$ cat src/rtl/chan_scan_seq_pkg.sv
// Shared definitions for the channel scan sequencer.
// Holds the FSM state encoding, the default select/dwell widths, the channel
// count derived from the select width and the all-zero channel mask.
package chan_scan_seq_pkg;

    localparam int SEL_W_DEF   = 3;
    localparam int DWELL_W_DEF = 8;
    localparam int NCH_DEF     = 2 ** SEL_W_DEF;

    // All-zero mask at the default channel count.
    localparam logic [NCH_DEF-1:0] MASK_ZERO = '0;

    typedef enum logic {
        ST_IDLE  = 1'b0,
        ST_DWELL = 1'b1
    } state_e;

    // Number of decoder channels addressed by a select of the given width.
    function automatic int nch_of(input int sel_w);
        return 2 ** sel_w;
    endfunction

endpackage

$ cat src/rtl/chan_scan_seq_next_find.sv
// chan_next_find: combinational search for the lowest set mask bit strictly
// above a given channel index. With from_start_i=1 the search starts below
// channel 0, i.e. it returns the lowest set bit of the whole mask.
// Ports:
//   mask_i       - channel participation mask
//   idx_i        - reference channel index (ignored when from_start_i=1)
//   from_start_i - search from index -1
//   found_o      - a qualifying channel exists
//   ch_o         - lowest qualifying channel (0 when none found)
module chan_next_find
    import chan_scan_seq_pkg::*;
#(
    parameter int SEL_W = SEL_W_DEF
) (
    input  logic [nch_of(SEL_W)-1:0] mask_i,
    input  logic [SEL_W-1:0]         idx_i,
    input  logic                     from_start_i,
    output logic                     found_o,
    output logic [SEL_W-1:0]         ch_o
);

    localparam int NCH = nch_of(SEL_W);

    logic [NCH-1:0] cand;

    genvar gi;
    generate
        for (gi = 0; gi < NCH; gi++) begin : g_cand
            localparam logic [SEL_W-1:0] GI = SEL_W'(gi);
            assign cand[gi] = mask_i[gi] && (from_start_i || (GI > idx_i));
        end
    endgenerate

    // Walk from the top down so the lowest candidate is the last one written.
    always_comb begin
        found_o = 1'b0;
        ch_o    = '0;
        for (int i = NCH - 1; i >= 0; i--) begin
            if (cand[i]) begin
                found_o = 1'b1;
                ch_o    = SEL_W'(i);
            end
        end
    end

endmodule

$ cat src/rtl/chan_scan_seq.sv
// chan_scan_seq: channel scan sequencer driving a 3-to-8 decoder.
// Steps through the channels set in a mask, holding each for dwell+1 cycles,
// in one-shot or continuous mode. All outputs are registered.
// Ports:
//   clk, rst_n - clock, synchronous active-low reset
//   start      - begin a scan when idle (level, sampled each edge)
//   stop       - abort the scan in progress (wins over start)
//   mode       - 0 one-shot, 1 continuous
//   ch_mask    - channels participating in the scan
//   dwell      - hold time per channel minus one
//   sel, en    - decoder select and enable
//   busy       - scan in progress
//   step       - pulse when sel is loaded with a new channel
//   done       - pulse at end of a one-shot pass or on start with empty mask
module chan_scan_seq
    import chan_scan_seq_pkg::*;
#(
    parameter int DWELL_W = DWELL_W_DEF,
    parameter int SEL_W   = SEL_W_DEF
) (
    input  logic                     clk,
    input  logic                     rst_n,
    input  logic                     start,
    input  logic                     stop,
    input  logic                     mode,
    input  logic [nch_of(SEL_W)-1:0] ch_mask,
    input  logic [DWELL_W-1:0]       dwell,
    output logic [SEL_W-1:0]         sel,
    output logic                     en,
    output logic                     busy,
    output logic                     step,
    output logic                     done
);

    localparam int NCH = nch_of(SEL_W);

    state_e             state_q;
    logic [SEL_W-1:0]   sel_q;
    logic               en_q;
    logic               busy_q;
    logic               step_q;
    logic               done_q;
    logic [DWELL_W-1:0] cnt_q;
    logic [NCH-1:0]     mask_q;
    logic [DWELL_W-1:0] dwell_q;
    logic               mode_q;

    logic               nxt_found;
    logic [SEL_W-1:0]   nxt_ch;
    logic               first_found;
    logic [SEL_W-1:0]   first_ch;

    // Next channel above the current one within the latched mask.
    chan_next_find #(.SEL_W(SEL_W)) u_find_next (
        .mask_i       (mask_q),
        .idx_i        (sel_q),
        .from_start_i (1'b0),
        .found_o      (nxt_found),
        .ch_o         (nxt_ch)
    );

    // First channel of the live mask; used at start and at a continuous wrap,
    // which are the only points where a new mask is taken.
    chan_next_find #(.SEL_W(SEL_W)) u_find_first (
        .mask_i       (ch_mask),
        .idx_i        (sel_q),
        .from_start_i (1'b1),
        .found_o      (first_found),
        .ch_o         (first_ch)
    );

    always_ff @(posedge clk) begin
        if (!rst_n) begin
            state_q <= ST_IDLE;
            sel_q   <= '0;
            en_q    <= 1'b0;
            busy_q  <= 1'b0;
            step_q  <= 1'b0;
            done_q  <= 1'b0;
            cnt_q   <= '0;
            mask_q  <= '0;
            dwell_q <= '0;
            mode_q  <= 1'b0;
        end else begin
            step_q <= 1'b0;
            done_q <= 1'b0;
            case (state_q)
                ST_IDLE: begin
                    en_q   <= 1'b0;
                    busy_q <= 1'b0;
                    if (start && !stop) begin
                        // first_found is set exactly when ch_mask is non-zero.
                        if (first_found) begin
                            mask_q  <= ch_mask;
                            dwell_q <= dwell;
                            mode_q  <= mode;
                            sel_q   <= first_ch;
                            cnt_q   <= dwell;
                            en_q    <= 1'b1;
                            busy_q  <= 1'b1;
                            step_q  <= 1'b1;
                            state_q <= ST_DWELL;
                        end else begin
                            done_q <= 1'b1;
                        end
                    end
                end
                ST_DWELL: begin
                    if (stop) begin
                        en_q    <= 1'b0;
                        busy_q  <= 1'b0;
                        state_q <= ST_IDLE;
                    end else if (cnt_q != '0) begin
                        cnt_q <= cnt_q - DWELL_W'(1);
                    end else if (nxt_found) begin
                        sel_q  <= nxt_ch;
                        cnt_q  <= dwell_q;
                        step_q <= 1'b1;
                    end else if (mode_q && first_found) begin
                        // Continuous wrap: pick up any new mask and dwell.
                        mask_q  <= ch_mask;
                        dwell_q <= dwell;
                        sel_q   <= first_ch;
                        cnt_q   <= dwell;
                        step_q  <= 1'b1;
                    end else begin
                        // End of a one-shot pass, or wrap onto an empty mask.
                        en_q    <= 1'b0;
                        busy_q  <= 1'b0;
                        done_q  <= 1'b1;
                        state_q <= ST_IDLE;
                    end
                end
                default: begin
                    en_q    <= 1'b0;
                    busy_q  <= 1'b0;
                    state_q <= ST_IDLE;
                end
            endcase
        end
    end

    assign sel  = sel_q;
    assign en   = en_q;
    assign busy = busy_q;
    assign step = step_q;
    assign done = done_q;

endmodule

$ cat config.mk
export PLATFORM = sky130hd
export DESIGN_NAME = chan_scan_seq
export DESIGN_NICKNAME = d
export VERILOG_FILES = /design/src/rtl/chan_scan_seq_pkg.sv /design/src/rtl/chan_scan_seq_next_find.sv /design/src/rtl/chan_scan_seq.sv
export SDC_FILE = /design/constraint.sdc
export NUM_CORES = 1
export LEC_CHECK = 0
export ABC_AREA = 0
export CORE_UTILIZATION = 60
export DETAILED_ROUTE_END_ITERATION = 8
export HOLD_SLACK_MARGIN = 0.05
export PLACE_DENSITY = 0.88
export SYNTH_ARGS = -nofsm -noshare
export SYNTH_HDL_FRONTEND = slang
export SYNTH_HIERARCHICAL = 1
export SYNTH_SLANG_ARGS = --single-unit
export TNS_END_PERCENT = 30
$ cat constraint.sdc
create_clock -name clk -period 8 [get_ports clk]
set_clock_uncertainty 0.15 [all_clocks]
set_input_delay 1.6 -clock clk [delete_from_list [all_inputs] [get_ports clk]]
set_output_delay 1.6 -clock clk [all_outputs]
set_load 0.005 [all_outputs]
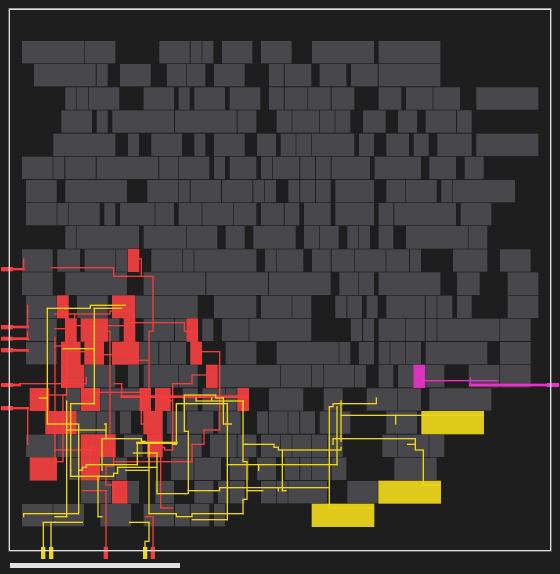
**Above:** port wiring.
Scale bar: 20 µm.
- ch_mask: red (direction input; edge 6 left, 2 bottom; end cells 26; buffers 8; wire 274 µm)
- sel: yellow (direction output; edge bottom; end cells 3; buffers 3; wire 380 µm)
- mode: magenta (direction input; edge right; end cells 1; buffers 1; wire 18.9 µm)

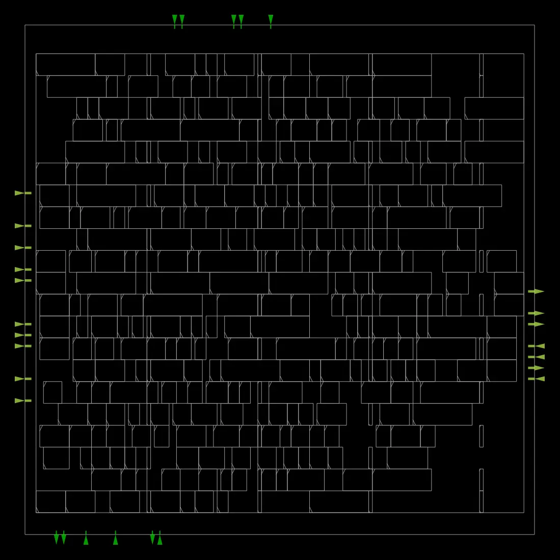
**Above:** cell placement.
tap cells: 46
row cnt: 21
flip-flops: 32

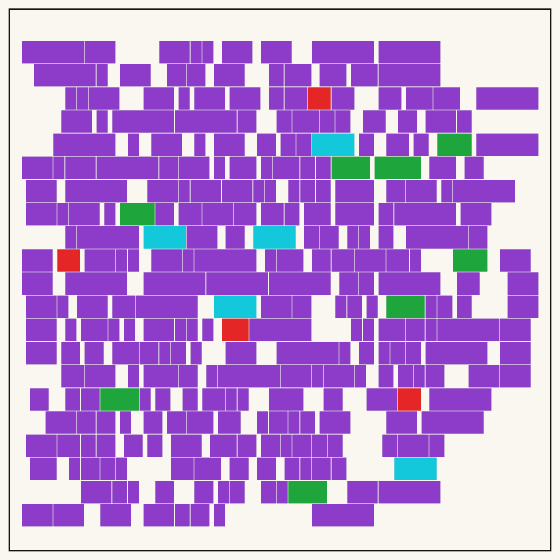
**Above:** cells by drive strength.
- _2 cells: green (cells 8; share 2.7%)
- _3 and _4 cells: red (cells 4; share 1.3%)
- _0 and _1 cells: purple (cells 282; share 94%)
- _6 and larger: cyan (cells 5; share 1.7%)

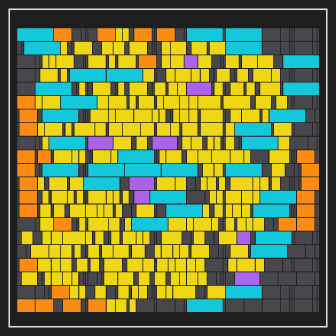
**Above:** cell classes on the final placement.
Fill, decap, tap and diode cells in gray.
- combinational and other logic: yellow (cells 231; share of their area 60%)
- flops: cyan (cells 32; share of their area 26%)
- clock drivers and dummy loads: purple (cells 8; share of their area 3.7%)
- other buffers and delay cells: orange (cells 28; share of their area 11%)

==> run notes <==
State of the implementation.

- The cell type with the highest aggregate area in the netlist is sky130_fd_sc_hd__dfxtp_1, for reference.
- The synthesis stat section lists a flop and latch total of 32.
- Routing resource usage on met1 recorded by global route was 41.5%.
- Summing the areas of all compound-gate instances in the mapped netlist gives between 20% and 30% of the synthesized area.
- The area of the mapped netlist is 2260 µm², for reference.
- The cell count after synthesis came out at 283.
- The top contributor to total power is registers, for reference.
- The hold path endpoint is dwell_q[7], for reference.
- The footprint of the flip-flops and latches is 641 µm², for reference.
- The final number of setup-violating endpoints is 0, for reference.
- The routed design uses 2.32 mm of met2 wire.
- The non-filler instance count after layout is 345, for reference.
- Of all nets on the critical path, the largest fanout is 16.
- The top achievable clock speed is 0.234 GHz, for reference.
- The stage delay of the slowest cell on the critical path is 0.82 ns, for reference.
- The H-tree was split into 2 levels.
- The highest layer touched by signal routing is met4.
- Entering global routing, the biggest net connects 41 pins.
- In this run the most critical hold path is launched from dwell_q[7].
- The power attributed to sequential cells is roughly 0.00019 W, for reference.
- Per the repair_timing log after CTS, setup buffers inserted total 0.
- The run finished with clean final reports.
- The final weighted congestion recorded by global placement is 0.904.
- The top cell types in the final layout, fill and taps aside, are 50 x sky130_fd_sc_hd__nand2_1, 32 x sky130_fd_sc_hd__dfxtp_1, 27 x sky130_fd_sc_hd__mux2i_1, 27 x sky130_fd_sc_hd__clkdlybuf4s50_1, 16 x sky130_fd_sc_hd__a21oi_1.
- The area growth from synthesis to layout is 13.5%, for reference.
- The flow reports power dissipated in combinational cells as 0.000121 W.
- The reg-to-reg setup timing slack is 4.30 ns, for reference.
- The net count of the finished layout is 321.
- The count of clock buffers in the final design is 5, for reference.
- The power in the clock group is between 0.0001 and 0.00015 W, for reference.
- The slowest cell on the critical path is sky130_fd_sc_hd__and2_1, for reference.
- The final routed DRC violation total is 0, for reference.
- After global routing the overflow that remains totals 0.
- The net count after synthesis is 306, for reference.
- The largest voltage drop on the vdd net is 0.125 mV, for reference.
- By instance count after routing, the leading logic cell type is sky130_fd_sc_hd__nand2_1.
- Once the clock tree was built, the resizer swapped 0 gates to a different size.
- The die span in y is 63.4 µm, for reference.
Power is estimated from default activity; no workload was simulated.
